`config.mk`:
```
export PLATFORM = sky130hd
export DESIGN_NAME = a2d_scan_ctrl
export DESIGN_NICKNAME = d
export VERILOG_FILES = /design/src/rtl/a2d_scan_ctrl.sv
export SDC_FILE = /design/constraint.sdc
export NUM_CORES = 1
export LEC_CHECK = 0
export ABC_AREA = 1
export CORE_MARGIN = 2
export CORE_UTILIZATION = 59
export DETAILED_ROUTE_END_ITERATION = 8
export PLACE_DENSITY = 0.88
export SETUP_SLACK_MARGIN = 0.05
export SLEW_MARGIN = 20
export SYNTH_ARGS = -nofsm -noshare
export SYNTH_HDL_FRONTEND = slang
export SYNTH_SLANG_ARGS = --single-unit
```
`constraint.sdc`:
```
create_clock -name clk -period 2.75 [get_ports clk]
set_clock_uncertainty 0.05 [all_clocks]
set_input_delay 0.55 -clock clk [delete_from_list [all_inputs] [get_ports clk]]
set_output_delay 0.55 -clock clk [all_outputs]
set_load 0.03 [all_outputs]
```
`src/rtl/a2d_scan_ctrl.sv`:
```
// a2d_scan_ctrl: round-robin multi-channel A2D scanner with a per-channel result file.
// Define A2D_AVG_EN to average 4 back-to-back samples per channel before storing.
module a2d_scan_ctrl #(
    parameter int unsigned NUM_CHNNL = 8,
    parameter int unsigned RES_W     = 12,
    parameter int unsigned LED_W     = 8,
    parameter int unsigned GAP_CYC   = 4,
    parameter int unsigned TMO_CYC   = 4096
) (
    input  logic             clk,
    input  logic             rst_n,
    input  logic             en,
    input  logic [2:0]       led_sel,
    input  logic [2:0]       rd_chnnl,
    input  logic             cnv_cmplt,
    input  logic [RES_W-1:0] res,
    output logic             strt_cnv,
    output logic [2:0]       chnnl,
    output logic [RES_W-1:0] rd_res,
    output logic [LED_W-1:0] LED,
    output logic             scan_done,
    output logic             tmo_err
);
    localparam logic [3:0]  NUM_L    = 4'(NUM_CHNNL);
    localparam logic [2:0]  LAST_CH  = 3'(NUM_CHNNL - 1);
    localparam logic [15:0] TMO_LAST = 16'(TMO_CYC - 1);
    localparam logic [15:0] GAP_LAST = 16'(GAP_CYC);

    typedef enum logic [1:0] {IDLE, START, WAIT, GAP} state_t;

    state_t           state;
    logic [2:0]       ptr;
    logic [2:0]       ptr_nxt;
    logic [2:0]       gap_ptr;
    logic [15:0]      cnt;
    logic             tmo_hit;
    logic [RES_W-1:0] slot [8];

    assign ptr_nxt = (ptr == LAST_CH) ? 3'd0 : ptr + 3'd1;
    assign tmo_hit = (cnt == TMO_LAST);

`ifdef A2D_AVG_EN
    localparam int unsigned ACC_W = RES_W + 2;

    logic [ACC_W-1:0] acc;
    logic [ACC_W-1:0] acc_sum;
    logic [1:0]       smp;
    logic             adv;

    assign acc_sum = acc + ACC_W'(res);
    // Stay on the same channel until its 4th sample lands or a sample times out.
    assign gap_ptr = adv ? ptr_nxt : ptr;
`else
    assign gap_ptr = ptr_nxt;
`endif

    // Unused slots above NUM_CHNNL never get written; out-of-range selects read 0.
    assign rd_res = ({1'b0, rd_chnnl} < NUM_L) ? slot[rd_chnnl] : '0;

    always_ff @(posedge clk) begin
        if (!rst_n) begin
            state     <= IDLE;
            ptr       <= '0;
            cnt       <= '0;
            strt_cnv  <= 1'b0;
            chnnl     <= '0;
            scan_done <= 1'b0;
            tmo_err   <= 1'b0;
            LED       <= '0;
            for (int i = 0; i < 8; i++) slot[i] <= '0;
`ifdef A2D_AVG_EN
            acc <= '0;
            smp <= '0;
            adv <= 1'b0;
`endif
        end else begin
            strt_cnv  <= 1'b0;
            scan_done <= 1'b0;
            LED       <= ({1'b0, led_sel} < NUM_L) ? slot[led_sel][RES_W-1 -: LED_W] : '0;
            case (state)
                IDLE: begin
                    if (en) begin
                        state    <= START;
                        strt_cnv <= 1'b1;
                        chnnl    <= ptr;
                    end
                end
                START: begin
                    state <= WAIT;
                    cnt   <= '0;
                end
                WAIT: begin
                    // A completion on the final timeout cycle still counts as success.
                    if (cnv_cmplt) begin
`ifdef A2D_AVG_EN
                        if (smp == 2'd3) begin
                            slot[ptr] <= acc_sum[ACC_W-1:2];
                            scan_done <= (ptr == LAST_CH);
                            acc       <= '0;
                            smp       <= '0;
                            adv       <= 1'b1;
                        end else begin
                            acc <= acc_sum;
                            smp <= smp + 2'd1;
                            adv <= 1'b0;
                        end
`else
                        slot[ptr] <= res;
                        scan_done <= (ptr == LAST_CH);
`endif
                        state <= GAP;
                        cnt   <= '0;
                    end else if (tmo_hit) begin
                        tmo_err <= 1'b1;
                        state   <= GAP;
                        cnt     <= '0;
`ifdef A2D_AVG_EN
                        acc <= '0;
                        smp <= '0;
                        adv <= 1'b1;
`endif
                    end else begin
                        cnt <= cnt + 16'd1;
                    end
                end
                GAP: begin
                    if (cnt == GAP_LAST) begin
                        ptr <= gap_ptr;
                        if (en) begin
                            state    <= START;
                            strt_cnv <= 1'b1;
                            chnnl    <= gap_ptr;
                        end else begin
                            state <= IDLE;
                        end
                    end else begin
                        cnt <= cnt + 16'd1;
                    end
                end
                default: state <= IDLE;
            endcase
        end
    end
endmodule

```
Cell sizes after repair:
Scale: 3 px per µm.
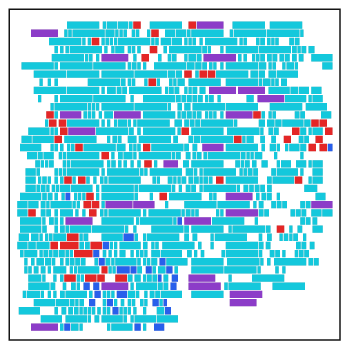
- _2 cells: blue (cells 28; share 3.4%)
- _0 and _1 cells: cyan (cells 728; share 87%)
- _6 and larger: purple (cells 26; share 3.1%)
- _3 and _4 cells: red (cells 51; share 6.1%)
Area Overhead vs Synth: 19.9%
Signal buffers: 78
post-route cell area: 7910 µm²
final setup margin: 0.119 ns

Wires at chosen ports, followed through buffers:
Scale: 3 px per µm.
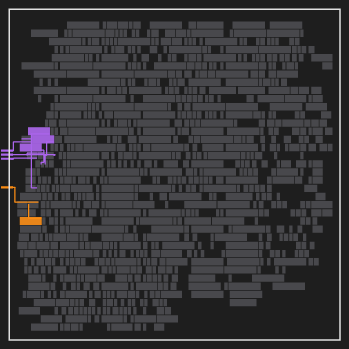
- chnnl: purple (bits 3; direction output; edge left; end cells 3; buffers 3; wire 86.4 µm)
- strt_cnv: orange (bits 1; direction output; edge left; end cells 1; buffers 1; wire 22.8 µm)
io pins: 48
Port Buffer Count: 47

Placed standard cells:
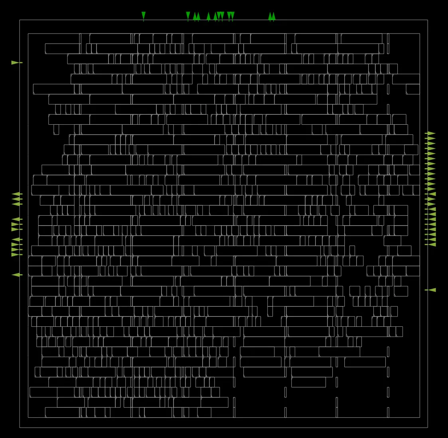
Rows: 38
fill count: 746

==> results_slide.txt <==
Physical Implementation Snapshot

Run status
  – Run status: finished clean

Routing
  – Drt pass-1 iters: 5
  – Routed len/inst: roughly 18 µm
  – Drt total wl: 17400 µm
  – Vias per inst: ~6.0
  – Drt initial violations: between 600 and 700
  – Post-route ant nets: 0
  – DRC: 0

Setup path
  – CP Class: primary input to output port
  – Crit path max fanout: 11
  – Worst EP required: 2.15 ns
  – Setup crit end kind: output port
  – Reg-to-reg startpoint: state[0]
  – CP arrival: just over 2 ns
  – Reg2Reg Depth: 6
  – Crit. Startpoint: rd_chnnl[2]
  – CP startpoint kind: primary input

Final timing
  – Worst hold slack: about 0.42 ns
  – Slew HR: 51.5%
  – Crit share post-route: 95.7%
  – Final Hold Viols: 0
  – Fmax: about 380 MHz
  – RSZ-0062 raised after global routing: false
  – Max-slew violations: 0
  – Setup TNS: 0 ns
  – Worst Tran Pin Value: around 0.73 ns
  – Final setup violation count: 0
  – Final min period: 2.63 ns

GRT
  – Pin count of the biggest net entering global routing: 49
  – Total track usage: between 30% and 40%
  – Remaining Overflow, GRT: 0
  – Vias in the first global route: 5477
  – Initial antenna violation count: 0
  – First-pass GRT wire length: ~27000 µm

Min path
  – Hold Path Class: register to register
  – HP Start: chnnl[0]
  – Min-Delay Path Depth: 2

Die
  – DIE AREA: 12000 µm²
  – Die Width: approximately 110 µm
  – Die Ht: roughly 110 µm

CTS
  – CTS tree: built
  – CTS Buf Count: 17
  – Later-pin clock latency in the skew report: around 0.55 ns
  – Clk slew on worst S/H paths: approximately 0.060 ns
  – # H-tree levels: 4
  – Clock root buffer: clkbuf_8
  – Bufs on Longest Clock Path: 2
  – TritonCTS Sinks: around 130

Place
  – GPL Wtd Cong: between 0.9 and 1
  – Pre-CTS WS: between 0.05 and 0.06 ns
  – Post-DP HPWL: ~11000 µm
  – Post-placement cell count: about 940
  – Placed inst area: 7260 µm²

Power
  – Power share of the clock group: 42.2%
  – Flop pwr share: a little over two fifths
  – Sw power: roughly 0.0015 W
  – PwrDens: approximately 700 nW/µm²
  – Main power group: the clock network
  – Seq pwr: 0.00228 W
  – Int Pwr: between 0.003 and 0.004 W
  – Pwr Total: roughly 0.0054 W
  – P_clk: about 0.0023 W
  – Net Sw Frac: 26.9%
  – Combinational power share: between 10% and 20%
  – LEAKAGE: 3.12 nW
  – Comb group: 0.000849 W
  – IR drop worst, VDD: roughly 0.61 mV

Finish
  – Final nets: approximately 850
  – ANT cells: 0
  – Non-Filler Instances: ~970
  – Layout cell share with drive strength beyond 1: between 10% and 20%

Logic synthesis
  – Mapped Area: around 6600 µm²
  – YS warnings: 0
  – Yosys synthesis chip area: between 6000 and 7000 µm²
  – Seq share, synth: 54.3%
  – Netlist cell types: 36
  – Registers, synthesis: between 100 and 150
  – Syn Nets: ~800
  – Synthesized instance count: around 770
  – Syn avg cell area: roughly 8.6 µm²
  – Ys cells: 765

Run
  – Max_cap viols: 0
  – Tool Warnings: 30
Signal wires on met1:
Scale: 4 px per µm. Supply wires on this layer in gray.
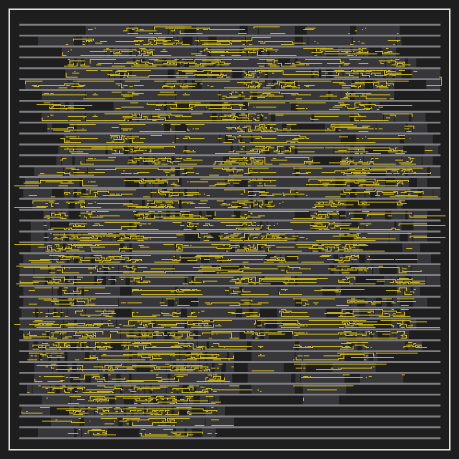
- main direction: horizontal
- wire length on this layer: 6350 µm
DR vias: 5810
met1 usage: 36.0%

Cell density map:
Scale: 3 px per µm. The die is cut into 11 by 11 equal tiles; dark blue is low, red is high, 0 to 100% covered.
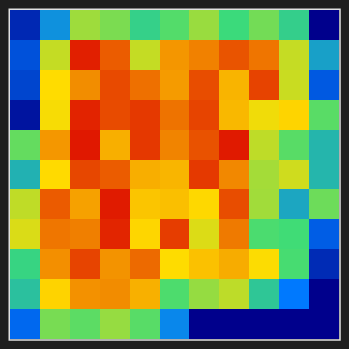
- densest ninth of the die: center
- tiles over 75% full: 47%
- fullest tile: 97%
- emptiest ninth of the die: lower right
- mean over tiles: 64%
- nearly empty tiles: 5.8%
fin util: 72.7%
floorplan utilization: 60.6%
area of the core: 10900 µm²

[flip-flops by register name, summed over array words and instances, names as in the netlist]
signal and cells:
scan_done 1, slot 96, state 2, ptr 3, cnt 16, tmo_err 1
chnnl 3, strt_cnv 1, LED 8
[critical path: stages]
cell	delay, ns
clkdlybuf4s50_1	0.62
clkinvlp_4	0.26
buf_12	0.20
nor2_1	0.12
a31oi_1	0.09
buf_4	0.20
[final cells by class]
type / instances / area, µm²
multi-input combinational: 522 / 2550
inverter: 70 / 269
tap: 140 / 175
clock inverter: 10 / 160
sequential: 131 / 3580
timing repair buffer: 78 / 738
clock buffer: 22 / 433
fill: 746 / 2980
[timing repair]
action | in CTS | in global routing
setup endpoints to repair | 0 | 12
buffers inserted | 0 | 2
gates resized | 0 | 2
hold buffers | 0 | 0
[layout by cell type (no fill, tap or decap), drive strengths merged]
master / Yosys / routed
nand2: 108 / 108
a211oi: 1 / 1
edfxtp: 96 / 96
mux2i: 1 / 1
nand4: 6 / 6
a21oi: 43 / 43
a31oi: 16 / 16
buf: 11 / 43
nand3b: 1 / 1
o211ai: 17 / 17
o21bai: 3 / 3
o21ai: 89 / 89
dfxtp: 35 / 35
ha: 8 / 8
o21a: 1 / 1
inv: 69 / 68
dlymetal6s2s: 0 / 1
bufinv: 0 / 4
nand3: 25 / 25
clkdlybuf4s50: 0 / 33
o32ai: 8 / 8
nor3: 3 / 3
clkinv: 1 / 3
xor2: 1 / 1
nor2: 191 / 191
clkbuf: 31 / 23
clkinvlp: 0 / 5
[cells by family (layout without fill, tap and decap cells)]
group	Yosys count	count (layout)	synth area share, %
AND-OR/OR-AND	178	178	15.1
AND/OR/NAND/NOR	334	334	21.8
buffers and inverters	112	180	7.01
flip-flops	131	131	54.3
XOR/XNOR	1	1	0.133
adder cells (fa/ha/maj)	8	8	1.52
multiplexers	1	1	0.152
[routing by layer]
| metal | vias to the layer above | GRT usage (%) | wire [µm] |
|---|---|---|---|
| met1 | 2689 | 36.0 | 6350 |
| li1 | 2694 | - | - |
| met4 | 0 | 15.2 | 742 |
| met3 | 66 | 7.53 | 1710 |
| met5 | - | 0 | 0 |
| met2 | 361 | 52.2 | 8590 |
[synthesized netlist by cell type (all sizes together)]
library cell | n | area (µm²)
xor2 | 1 | 8.76
nand4 | 6 | 43.8
a31oi | 16 | 100
edfxtp | 96 | 2880
inv | 69 | 262
nor2 | 191 | 769
a21oi | 43 | 215
nand3b | 1 | 7.51
a211oi | 1 | 7.51
o21a | 1 | 7.51
mux2i | 1 | 10.0
ha | 8 | 100
nand3 | 25 | 165
dfxtp | 35 | 701
buf | 11 | 81.3
o21ai | 89 | 445
o211ai | 17 | 128
clkinv | 1 | 3.75
o32ai | 8 | 70.1
nor3 | 3 | 15.0
o21bai | 3 | 22.5
clkbuf | 31 | 116
nand2 | 108 | 438
[worst paths after layout]
kind | end | slack, ns
worst max-delay path | rd_res[11] | 0.12
worst min-delay path | chnnl[0] | 0.42
worst max register to register | slot[4][4] | 0.73
worst min register to register | chnnl[0] | 0.42
Power figures rest on the tool's default switching activity, not on a simulated workload.
